==> config.mk <==
export PLATFORM = sky130hd
export DESIGN_NAME = product_accumulator
export DESIGN_NICKNAME = d
export VERILOG_FILES = /design/src/rtl/product_accumulator.sv
export SDC_FILE = /design/constraint.sdc
export NUM_CORES = 1
export LEC_CHECK = 0
export CAP_MARGIN = 20
export CORE_UTILIZATION = 50
export CTS_CLUSTER_SIZE = 12
export DETAILED_ROUTE_END_ITERATION = 12
export GPL_ROUTABILITY_DRIVEN = 0
export PLACE_DENSITY_LB_ADDON = 0.15
export REMOVE_ABC_BUFFERS = 1
export SLEW_MARGIN = 20
export SYNTH_ARGS = -nofsm -noshare
export SYNTH_HDL_FRONTEND = slang
export SYNTH_SLANG_ARGS = --single-unit
export TNS_END_PERCENT = 5
==> constraint.sdc <==
create_clock -name clk -period 6 [get_ports clk]
set_input_delay 0.9 -clock clk [delete_from_list [all_inputs] [get_ports clk]]
set_output_delay 0.9 -clock clk [all_outputs]
set_load 0.005 [all_outputs]
==> src/rtl/product_accumulator.sv <==
// Purpose : sums a programmed number of 8-bit multiplier products into a
//           saturating ACC_W-bit accumulator and presents the job result.
// Latency : acc_out updates 1 cycle after each product transfer; out_valid
//           rises the cycle after the final transfer.
// Backpressure: prod_ready is high only while collecting products.
//           out_valid holds the result until out_ready is seen.
//
// Ports:
//   clk, rst_n       - clock, async active-low reset
//   start, len       - job request (IDLE only) and product count
//   prod, prod_valid,
//   prod_ready       - product input handshake
//   acc_out, out_valid,
//   out_ready        - result output handshake (acc_out also shows the running sum)
//   overflow         - sticky saturation flag for the current job
//   busy             - job in progress (ACC or HOLD)
module product_accumulator #(
  parameter int ACC_W = 12,
  parameter int CNT_W = 4
) (
  input  logic             clk,
  input  logic             rst_n,
  input  logic             start,
  input  logic [CNT_W-1:0] len,
  input  logic [7:0]       prod,
  input  logic             prod_valid,
  output logic             prod_ready,
  output logic [ACC_W-1:0] acc_out,
  output logic             out_valid,
  input  logic             out_ready,
  output logic             overflow,
  output logic             busy
);

  typedef enum logic [1:0] {
    IDLE = 2'd0,
    ACC  = 2'd1,
    HOLD = 2'd2
  } state_t;

  state_t           state;
  logic [CNT_W-1:0] remaining;
  logic [ACC_W:0]   sum;
  logic             xfer;

  // One extra bit catches the carry out of the accumulator for saturation.
  assign sum  = {1'b0, acc_out} + {{(ACC_W-7){1'b0}}, prod};
  assign xfer = prod_valid && (state == ACC);

  always_ff @(posedge clk or negedge rst_n) begin
    if (!rst_n) begin
      state     <= IDLE;
      remaining <= '0;
      acc_out   <= '0;
      overflow  <= 1'b0;
    end else begin
      case (state)
        IDLE: begin
          if (start) begin
            acc_out   <= '0;
            overflow  <= 1'b0;
            remaining <= len;
            // A zero-length job goes straight to presenting a zero result.
            state     <= (len == '0) ? HOLD : ACC;
          end
        end
        ACC: begin
          if (xfer) begin
            if (sum[ACC_W]) begin
              acc_out  <= '1;
              overflow <= 1'b1;
            end else begin
              acc_out  <= sum[ACC_W-1:0];
            end
            remaining <= remaining - 1'b1;
            if (remaining == CNT_W'(1)) begin
              state <= HOLD;
            end
          end
        end
        HOLD: begin
          // start in this cycle is deliberately dropped; a new job must
          // be requested once back in IDLE.
          if (out_ready) begin
            state <= IDLE;
          end
        end
        default: state <= IDLE;
      endcase
    end
  end

  // Handshake outputs decode the registered state only.
  assign prod_ready = (state == ACC);
  assign out_valid  = (state == HOLD);
  assign busy       = (state != IDLE);

endmodule

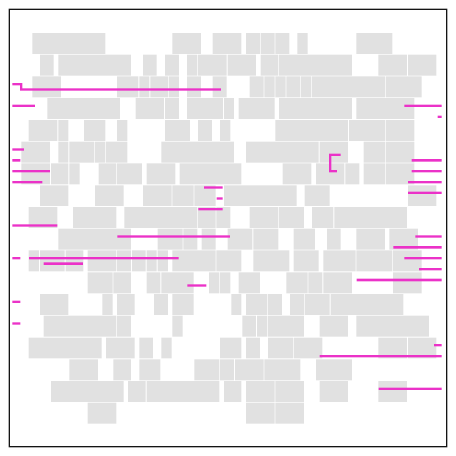
*The metal 3 layer*
Scale: 8 px per um. Cells faint in the background.
longest straight run: 24.8 um
wire length on this layer: 162 um

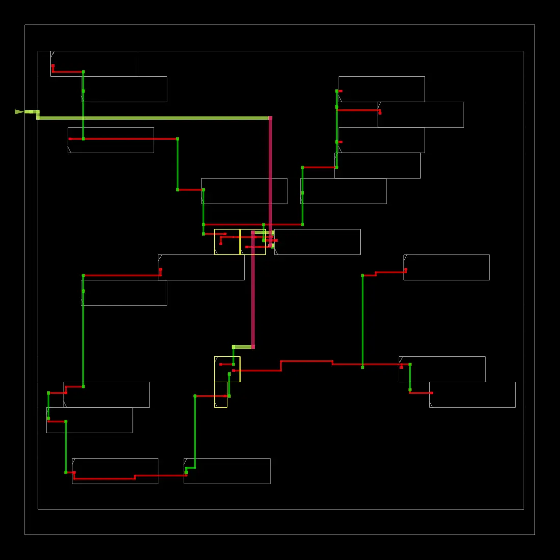
*Clock wiring as the flow saved it*
clk_skew: 12.4 ps
flip-flops: 19
total clock sinks: 19
Num CTS Buffers: 3

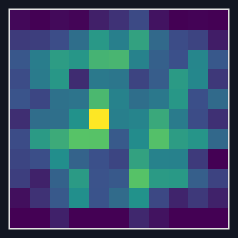
*Signal metal coverage by tile*
Scale: 4 px per um. 11 x 11 tiles, from dark purple (low) to yellow (high), scaled to the fullest tile. Values are wire area over tile area, all layers added.
fullest tile: 0.54
tiles over half the peak: 22%
nearly empty tiles: 12%
WL final: 3120 um
mean routed wirelength per cell: 15.3 um

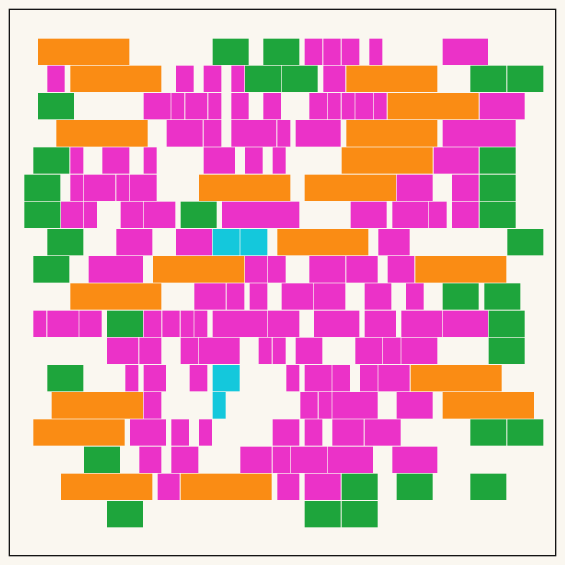
*Placed cells, one colour a class*
Scale: 10 px per um.
[remaining buffers and delay cells] green | cells: 32 | share of their area: 19%
[clock drivers and dummy loads] cyan | cells: 4 | share of their area: 1.6%
[sequential cells] orange | cells: 19 | share of their area: 28%
[remaining logic cells] magenta | cells: 119 | share of their area: 51%
Final Cell Area: 1730 sq um
fraction of area in registers: 27.5%
fin util: 68.0%

power groups by stage:
stage	logic, uW	registers, uW	clock network (uW)
finish	465	227	66.4
floorplan	307	223	0
global placement	444	228	0
detailed placement	462	229	0
CTS	465	227	66.6
global route	517	238	71.7
layout make-up:
| cell class | instances | area (sq um) | area share, % |
|---|---|---|---|
| Clock buffer | 4 | 26.3 | 1.52 |
| Sequential cell | 19 | 475 | 27.5 |
| Inverter | 8 | 30.0 | 1.74 |
| Tap cell | 30 | 37.5 | 2.17 |
| Timing Repair Buffer | 32 | 320 | 18.5 |
| Multi-Input combinational cell | 111 | 841 | 48.6 |
registers in the layout, summed over array words and instances, names as in the netlist:
register and cells:
overflow 1, state 2, acc_out 12, remaining 4
logic make-up after synthesis:
| kind of cell | count (synthesis) |
|---|---|
| AND/OR/NAND/NOR | 42 |
| adder cells (fa/ha/maj) | 11 |
| buffers and inverters | 13 |
| multiplexers | 4 |
| XOR/XNOR | 5 |
| flip-flops | 19 |
| AND-OR/OR-AND | 49 |
routing by layer:
layer / wire, um / vias to the layer above / part of all wire [%]
met5: 0 / - / 0
met4: 25 / 0 / 0.80
met3: 162 / 4 / 5.2
met2: 1500 / 38 / 48
met1: 1440 / 593 / 46
li1: - / 602 / -
Yosys cell counts (all sizes together) (2+ instances only):
master and instances:
a21oi 12, and2 2, a21o 2, nand3 3, o21ai 9, nor2 11, nor3 6, a211oi 2
mux2i 4, or2 2, and2b 2, dfrtp 19, o21a 2, ha 10, xnor2 4, a221o 7
inv 8, nor2b 2, and3 3, a31oi 2, buf 3, nand2 5, clkbuf 2, o211ai 2
a211o 2
tightest hold or removal path: stages (launching register included):
cell and delay (ps):
dfrtp_1 360, nand2_1 50, o21ai_0 60
==> impl_metrics.csv <==
group,metric,value,unit
outcome,status,"finished, final reports clean",
synthesis,syn-mean-instance-area,9.63,sq um
synthesis,synth-compound-area-share,26.1,%
power_and_ir_drop,p_clk_share,8.8,%
clock_network,ctsRootBufferMaster,"clkbuf_4",
synthesis,logic_family,"AND-OR/OR-AND gates",
cells_and_area,fillerInstances,204,
routing,drtIter0Drc,22,
routing,avgViaCountPerCell,6.06,
placed_design,dp_hpwl,2390,um
sta,setup_viol,0,
global_routing,overflow,0,
cells_and_area,final_cells,204,
sta,min_period,3100,ps
floorplan,ios,33,
routing,drtPass1Iterations,4,
synthesis,ys_sh_mux,2.91,%
placed_design,io_buffers,32,
routing,drc,0,
synthesis,ys_seq_share,34.5,%
power_and_ir_drop,p_per_area,438,nW/um^2
run,maxCapViolations,0,
cells_and_area,final_cell_mix,"clkdlybuf4s50_1 (32), dfrtp_1 (19), a21oi_1 (12)",
hold_path,min_path_cells,2,
clock_network,clkTransAtPathRegs,120,ps
clock_network,htree_levels,1,
synthesis,top_area_share,34.5,%
synthesis,top_area_cell,"dfrtp_1",
global_routing,gr-usage-met1,30.2,%
global_routing,grtUsageMet2,39.8,%
setup_path,worstPathMaxFanout,11,
clock_network,clk_path_buf_depth,2,
Power and IR drop assume default switching activity.
